==> run_1/detail.png <==
Bar = 10 um. Region (2, 2) to (27, 27) um. Cells in grey, sequential cells in the stronger grey; small squares are vias.
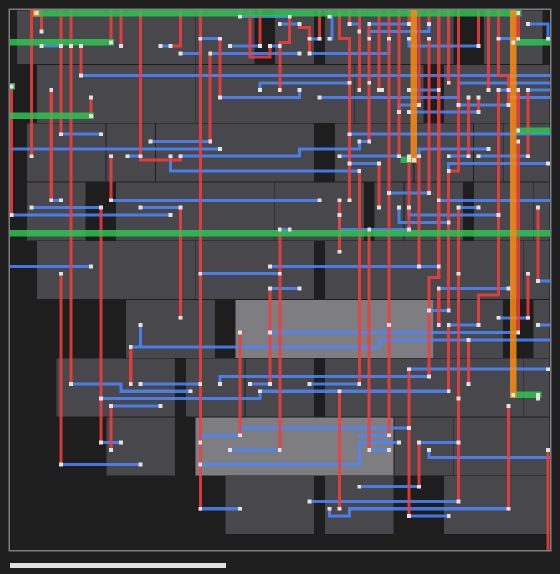
==> run_1/flops_by_reg.png <==
Bar = 20 um. Other sequential cells in the stronger grey, the rest of the logic in the fainter grey.
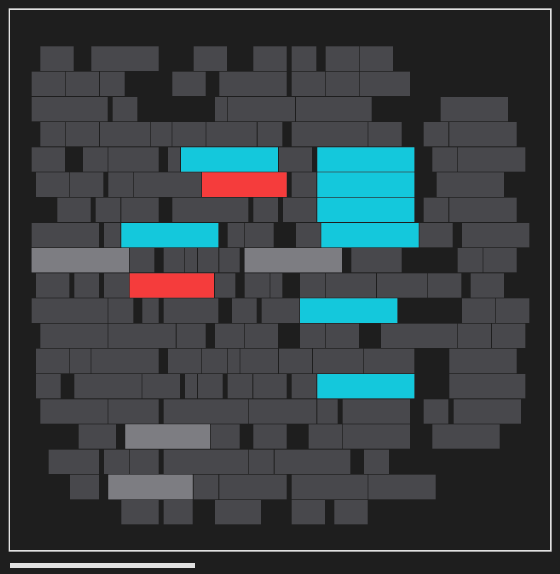
==> run_1/logic_types.png <==
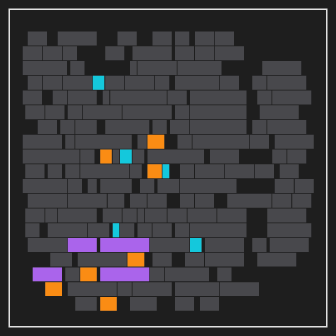
File: config.mk
export PLATFORM = sky130hd
export DESIGN_NAME = dff_bank_arbiter
export DESIGN_NICKNAME = d
export VERILOG_FILES = /design/src/rtl/dff_ctrl_pkg.sv /design/src/rtl/shared_dff_reg.sv /design/src/rtl/dff_bank_arbiter.sv
export SDC_FILE = /design/constraint.sdc
export NUM_CORES = 1
export LEC_CHECK = 0
export CAP_MARGIN = 20
export CORE_MARGIN = 2
export CORE_UTILIZATION = 32
export DETAILED_ROUTE_END_ITERATION = 7
export PLACE_DENSITY = 0.8
export SLEW_MARGIN = 20
export SYNTH_ARGS = -nofsm -noshare
export SYNTH_HDL_FRONTEND = slang
export SYNTH_SLANG_ARGS = --single-unit
File: constraint.sdc
create_clock -name clk -period 1.45 [get_ports clk]
set_clock_uncertainty 0.05 [all_clocks]
set_input_delay 0.29 -clock clk [delete_from_list [all_inputs] [get_ports clk]]
set_output_delay 0.29 -clock clk [all_outputs]
set_load 0.1 [all_outputs]
File: src/rtl/dff_ctrl_pkg.sv
// Purpose: shared FSM state encodings and pointer/owner width helper for the shared-register arbiter.
// Latency: n/a (types and constant functions only).
// Backpressure: n/a.
package dff_ctrl_pkg;

    typedef enum logic [1:0] {
        ST_IDLE  = 2'd0,
        ST_GRANT = 2'd1,
        ST_HOLD  = 2'd2
    } state_t;

    // Width of the round-robin pointer and owner index. A single requester
    // still needs a 1-bit index so the vectors never collapse to zero width.
    function automatic int ptr_width(input int n);
        return (n <= 2) ? 1 : $clog2(n);
    endfunction

endpackage

File: src/rtl/shared_dff_reg.sv
// Purpose: WIDTH-bit D register with load enable, exposing q and its complement.
// Latency: d captured on the rising edge where load_en=1; q visible after that edge.
// Backpressure: none; load_en is obeyed every cycle.
//
// Ports: clk, rst (async active-low), load_en, d[WIDTH] -> q[WIDTH], q_bar[WIDTH].
module shared_dff_reg
    import dff_ctrl_pkg::*;
#(
    parameter int WIDTH = 8
) (
    input  logic             clk,
    input  logic             rst,
    input  logic             load_en,
    input  logic [WIDTH-1:0] d,
    output logic [WIDTH-1:0] q,
    output logic [WIDTH-1:0] q_bar
);

    logic [WIDTH-1:0] q_q;
    logic [WIDTH-1:0] q_d;

    always_comb begin
        q_d = q_q;
        if (load_en) begin
            q_d = d;
        end
    end

    always_ff @(posedge clk or negedge rst) begin
        if (!rst) begin
            q_q <= '0;
        end else begin
            q_q <= q_d;
        end
    end

    assign q     = q_q;
    // Complement is derived, never stored, so it can never disagree with q.
    assign q_bar = ~q_q;

endmodule

File: src/rtl/dff_bank_arbiter.sv
// Purpose: round-robin arbiter sharing one WIDTH-bit register among N_REQ requesters.
// Latency: grant 1 edge after req sampled in IDLE; write 1 edge after grant.
// Backpressure: non-owners wait with req held; the owner keeps the grant until it drops req.
//
// Ports: clk, rst (async active-low), req[N_REQ], wr_data[N_REQ*WIDTH]
//        -> gnt[N_REQ] (one-hot), owner, busy, q[WIDTH], q_bar[WIDTH].
module dff_bank_arbiter
    import dff_ctrl_pkg::*;
#(
    parameter int N_REQ = 4,
    parameter int WIDTH = 8
) (
    input  logic                      clk,
    input  logic                      rst,
    input  logic [N_REQ-1:0]          req,
    input  logic [N_REQ*WIDTH-1:0]    wr_data,
    output logic [N_REQ-1:0]          gnt,
    output logic [ptr_width(N_REQ)-1:0] owner,
    output logic                      busy,
    output logic [WIDTH-1:0]          q,
    output logic [WIDTH-1:0]          q_bar
);

    localparam int PW = ptr_width(N_REQ);

    state_t        state_q, state_d;
    logic [PW-1:0] ptr_q, ptr_d;
    logic [PW-1:0] owner_q, owner_d;

    logic          sel_vld;
    logic [PW-1:0] sel_idx;
    logic [PW-1:0] cand;
    logic          load_en;
    logic [WIDTH-1:0] wr_dat;

    // Circular search starting at ptr. N_REQ is a power of two, so the
    // PW-bit addition wraps from N_REQ-1 to 0 without an explicit modulo.
    always_comb begin
        sel_vld = 1'b0;
        sel_idx = '0;
        cand    = '0;
        for (int i = 0; i < N_REQ; i++) begin
            cand = ptr_q + PW'(i);
            if (!sel_vld && req[cand]) begin
                sel_vld = 1'b1;
                sel_idx = cand;
            end
        end
    end

    assign wr_dat = wr_data[owner_q*WIDTH +: WIDTH];

    always_comb begin
        state_d = state_q;
        ptr_d   = ptr_q;
        owner_d = owner_q;
        load_en = 1'b0;
        case (state_q)
            ST_IDLE: begin
                if (sel_vld) begin
                    state_d = ST_GRANT;
                    owner_d = sel_idx;
                end
            end
            ST_GRANT: begin
                // Pointer advances even on abort so an aborting requester
                // cannot starve the others.
                ptr_d = owner_q + PW'(1);
                if (req[owner_q]) begin
                    load_en = 1'b1;
                    state_d = ST_HOLD;
                end else begin
                    state_d = ST_IDLE;
                end
            end
            ST_HOLD: begin
                if (!req[owner_q]) begin
                    state_d = ST_IDLE;
                end
            end
            default: begin
                state_d = ST_IDLE;
            end
        endcase
    end

    always_ff @(posedge clk or negedge rst) begin
        if (!rst) begin
            state_q <= ST_IDLE;
            ptr_q   <= '0;
            owner_q <= '0;
        end else begin
            state_q <= state_d;
            ptr_q   <= ptr_d;
            owner_q <= owner_d;
        end
    end

    // Grant is decoded from state and owner so it is glitch-free relative
    // to the registers and automatically zero in IDLE.
    always_comb begin
        busy = (state_q != ST_IDLE);
        gnt  = '0;
        if (busy) begin
            gnt = N_REQ'(1) << owner_q;
        end
    end

    assign owner = owner_q;

    shared_dff_reg #(
        .WIDTH (WIDTH)
    ) u_reg (
        .clk     (clk),
        .rst     (rst),
        .load_en (load_en),
        .d       (wr_dat),
        .q       (q),
        .q_bar   (q_bar)
    );

endmodule

==> results.txt, run 1 <==
run results: Rows 19, Synth Seq Share 37.14%, CP max FO 8, adder share 5.305%, final hold vios 0, number of port buffers 60, yosys cell count 77, Compound Share, Synth 5.172%, min cycle time layout 1.762 ns, failing checks negative setup slack, latest clock arrival within the worst-skew pair 0.30 ns, CTS Buf Count 3, arrival time worst endpoint between 1.5 and 2 ns, CTS tree done, max-cap violation count 0, WL final 3394 um, Min-Delay Path Class input pin to asynchronous set/reset pin, final setup margin -0.3117 ns, clock-pin slew on the worst setup and hold paths 0.09 ns, Top Layout Cells 37 x clkdlybuf4s50_1, 23 x buf_12, 20 x buf_4, XOR/XNOR Area Share 0%, fp_density 33.92%, final setup violation count 18, YS chip area 943.4 um2, CTS sink cnt 14, unrepaired setup endpoints after global routing yes, post-route ant nets 0, P&R area growth vs syn 132.5%, vias per inst 5.337, 1st-pass router iterations 5, mapped cell area 943.4 um2, run status finished with violations
-- detail.png (at the start) --
Key: blue = metal 1; orange = metal 4; green = metal 3; red = metal 2
Netlist names of flops here include ptr_q (2). Most frequent: buf_4 (7), buf_12 (5), and2_4 (4). Sequential cells in the window: 2. 39 logic cells have their middle in the window.

-- flops_by_reg.png (at the start) --
Key: red = state_q [flops 2]; cyan = u_reg.q [flops 8]

-- logic_types.png (at the start) --
Key: orange = and/or cells [cells 7, most used and2_4]; purple = fa/ha/maj cells [cells 4]; cyan = nor cells [cells 5]
fin cells: 193
combinational share of cell area: 28.18%
Commonest Layout Cell: clkdlybuf4s50_1

run 1: worst max-delay path by stage:
stage | slack (ns) | from | cells past startpoint | to
4_1_cts | -0.31 | owner[0] | 4 | gnt[1]
3_3_place_gp | -0.41 | req[3] | 4 | u_reg.q[3]
2_1_floorplan | -0.38 | owner[0] | 3 | u_reg.q[0]
3_5_place_dp | -0.46 | req[3] | 4 | u_reg.q[0]
6_report | -0.31 | owner[0] | 4 | u_reg.q[6]
5_1_grt | -0.34 | owner[0] | 4 | gnt[3]
run 1: cells by family after synthesis:
logic type,after synthesis
AND-OR/OR-AND,7
adder cells (fa/ha/maj),4
buffers and inverters,15
flip-flops,14
multiplexers,20
AND/OR/NAND/NOR,17
run 1: critical path: stages, from the launching register on:
cell     delay [ns]
dfrtp_4        0.50
buf_4          0.15
mux4_2         0.49
nand2_8        0.15
mux2_4         0.31
run 1: routing by layer:
layer  track usage (%)  up-vias  wire [um]
li1                  -      444          -
met4             10.30        0         93
met2             35.63       50       1881
met3             3.516       10        238
met1             22.08      526       1179
met5                 0        -          0
run 1: registers in the layout (all words and copies together) (netlist names):
register / cells
u_reg.q: 8
ptr_q: 2
state_q: 2
owner: 2
run 1: area by class of cell:
cell class,count,area [um2]
clock buffer,4,36.28
fill,164,588.1
inverter,12,82.58
multi-input combinational,48,618.1
sequential,14,387.9
tap,31,38.79
timing repair buffer,84,1030
run 1: stage by stage:
stage	setup slack (ns)	area (um2)	util, %
after floorplan	-0.3756	1041	-
after global placement	-0.4138	1962	70.54
after detailed placement	-0.4612	1962	70.54
after CTS	-0.3085	2160	77.64
after global routing	-0.3423	2193	78.86
final	-0.3117	2193	78.86
run 1: synthesized netlist by cell type:
cell / number
and2b_1: 1
or2_1: 2
a21oi_1: 2
nand2b_1: 3
a311oi_1: 1
nor4_1: 1
o41ai_1: 1
inv_1: 12
nor2_1: 2
mux2_2: 10
o21ai_0: 1
o32ai_1: 1
nor2b_1: 2
nand2_1: 1
mux2i_1: 1
dfrtp_1: 14
mux4_2: 9
o21a_1: 1
ha_1: 4
buf_4: 1
buf_2: 1
buf_6: 1
and2_1: 4
nand2_2: 1
run 1: repair_timing:
item | 4_1_cts | 5_1_grt
cloned | 0 | 0
setup endpoints to repair | 17 | 18
pin swaps | 4 | 2
resized | 25 | 1
hold buffers | 0 | 0
buffers inserted | 8 | 4
## Run 2: what changed since run 1
Settings changed: CORE_UTILIZATION 32 to 36, HOLD_SLACK_MARGIN set to 0.06, PLACE_DENSITY 0.8 to 0.85.
Clock period 1.45 ns to 1.8 ns, I/O delays scaled along.
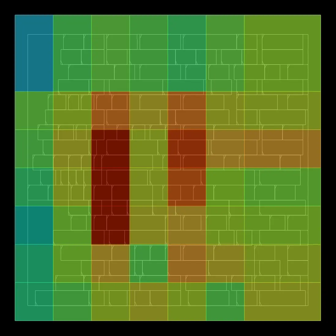
(run_2/congestion.png)
Wirelength per Cell: 19.34 um
GR Util met3: 5.914%

==> run 2 against run 1 <==
Net effect: the flow still finishes with violations (negative setup slack); utilization rose by 4.4 points; first-iteration DRC count shrank 86%; global-route usage grew 1.3 points; flip-flop count unchanged; critical path depth unchanged; critical endpoint is now u_reg.q[2]; largest cell class unchanged.
==> results.txt, run 2 <==
run results: run status finished with violations, failing checks negative setup slack, CP max FO 8 (unchanged), asr flop ratio synth 100.0% (unchanged), Worst Setup SP owner[0], final setup margin -0.009996 ns (+0.3017 ns), vias per inst 5.098 (-4.5%), unrepaired setup endpoints after global routing yes, CTS tree done, arrival time worst endpoint 1.93 ns (+0.03 ns), 1st-pass router iterations 4 (-1), P&R area growth vs syn 118.6%, final hold vios 0 (unchanged), WL final 3540 um (+4.3%), yosys cell count 77 (unchanged), latest clock arrival within the worst-skew pair 0.28 ns (-0.02 ns), YS chip area 943.4 um2 (unchanged), min cycle time layout 1.810 ns (+0.04829 ns), hold_buf cts 0 (unchanged), mapped cell area 943.4 um2 (unchanged), number of port buffers 60 (unchanged), most frequent cell after synthesis dfrtp_1, clock-pin slew on the worst setup and hold paths 0.09 ns (about the same), CTS sink cnt 14 (unchanged), EDFF count, synth 0 (unchanged), post-route ant nets 0 (unchanged), fin cells 183 (-5.2%), Min-Delay Path Class input pin to asynchronous set/reset pin, max reg flops 8 (unchanged), ys flop type dfrtp_1, synth cell count leaders 14 x dfrtp_1, 12 x inv_1, 10 x mux2_2, design area 2062 um2 (-6.0%), Placed Area 1904 um2 (-2.9%), max-cap violation count 0 (unchanged), final setup violation count 3 (-15), Rows 18 (-1)
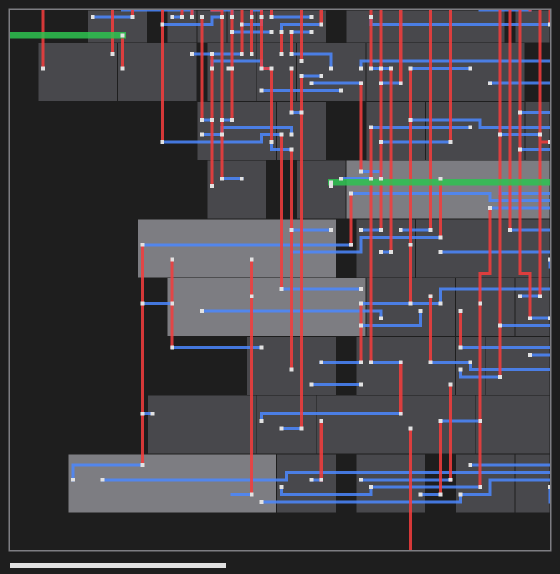
(run_2/detail.png)
Bar = 10 um. Region (1, 1) to (26, 26) um. Cells in grey, sequential cells in the stronger grey; small squares are vias.
Key: blue = metal 1; red = metal 2; green = metal 3
Sequential cells in the window: 4. Netlist names of flops here include ptr_q (2). Most frequent: buf_4 (4), ha_1 (3), buf_12 (3). 37 logic cells have their middle in the window.

==> run 2: cell types whose count changed in the layout (fill, tap and decap cells not counted), moves of 2 or more <==
cell / previous run / this run
ha_2: 2 / 0
ha_1: 0 / 3
buf_4: 20 / 13
dfrtp_2: 0 / 8
dfrtp_4: 10 / 2
==> run 2: routing by layer <==
| metal | GRT usage, % | routed length [um] | vias to the layer above |
|---|---|---|---|
| met5 | 0 | 0 | - |
| met4 | 10.98 | 15 | 0 |
| met3 | 5.914 | 338 | 2 |
| met2 | 35.52 | 1810 | 50 |
| met1 | 24.23 | 1375 | 454 |
| li1 | - | - | 427 |
==> run 2: timing repair <==
item	CTS	global route
setup buffers	5	3
pin swaps	0	2
gates resized	3	14
endpoints found under the setup margin	4	12
==> run 2: stage by stage <==
step                      util (%)  worst slack (ns)  setup TNS (ns)
after floorplan                  -           -0.1087         -0.3770
after global placement       76.87           -0.1413          -1.090
after detailed placement     76.87           -0.1932          -1.408
after CTS                    80.15          -0.01591        -0.04256
after global routing         83.23          -0.03378         -0.2633
final                        83.23         -0.009996        -0.02165
==> run 2: worst paths after layout <==
kind                              endpoint  slack, ns  cells past startpoint
worst max-delay path            u_reg.q[2]      -0.01                      4
worst min-delay path            u_reg.q[4]       0.34                      2
worst max register to register  u_reg.q[2]      -0.01                      4
worst min register to register  u_reg.q[1]       0.57                      1
max in group asynchronous         owner[1]       1.15                      2
min in group clk                u_reg.q[1]       0.57                      1
==> run 2: logic make-up (layout without fill, tap and decap cells) <==
kind of cell | count (synthesis) | in the layout | synth area share [%]
flip-flops | 14 | 14 | 37.14
adder cells (fa/ha/maj) | 4 | 4 | 5.305
AND/OR/NAND/NOR | 17 | 17 | 10.61
multiplexers | 20 | 20 | 34.48
buffers and inverters | 15 | 91 | 7.294
AND-OR/OR-AND | 7 | 7 | 5.173
==> run 2: cell type report <==
type | count | area (um2)
Timing Repair Buffer | 75 | 950.9
Multi-Input combinational cell | 48 | 591.8
Fill cell | 130 | 415.4
Sequential cell | 14 | 367.9
Inverter | 12 | 77.57
Tap cell | 30 | 37.54
Clock buffer | 4 | 36.28
==> run 2: worst max-delay path, stage by stage (launching register included) <==
cell,delay (ns)
dfrtp_4,0.52
buf_6,0.14
mux4_2,0.50
nand2_8,0.16
mux2_4,0.32
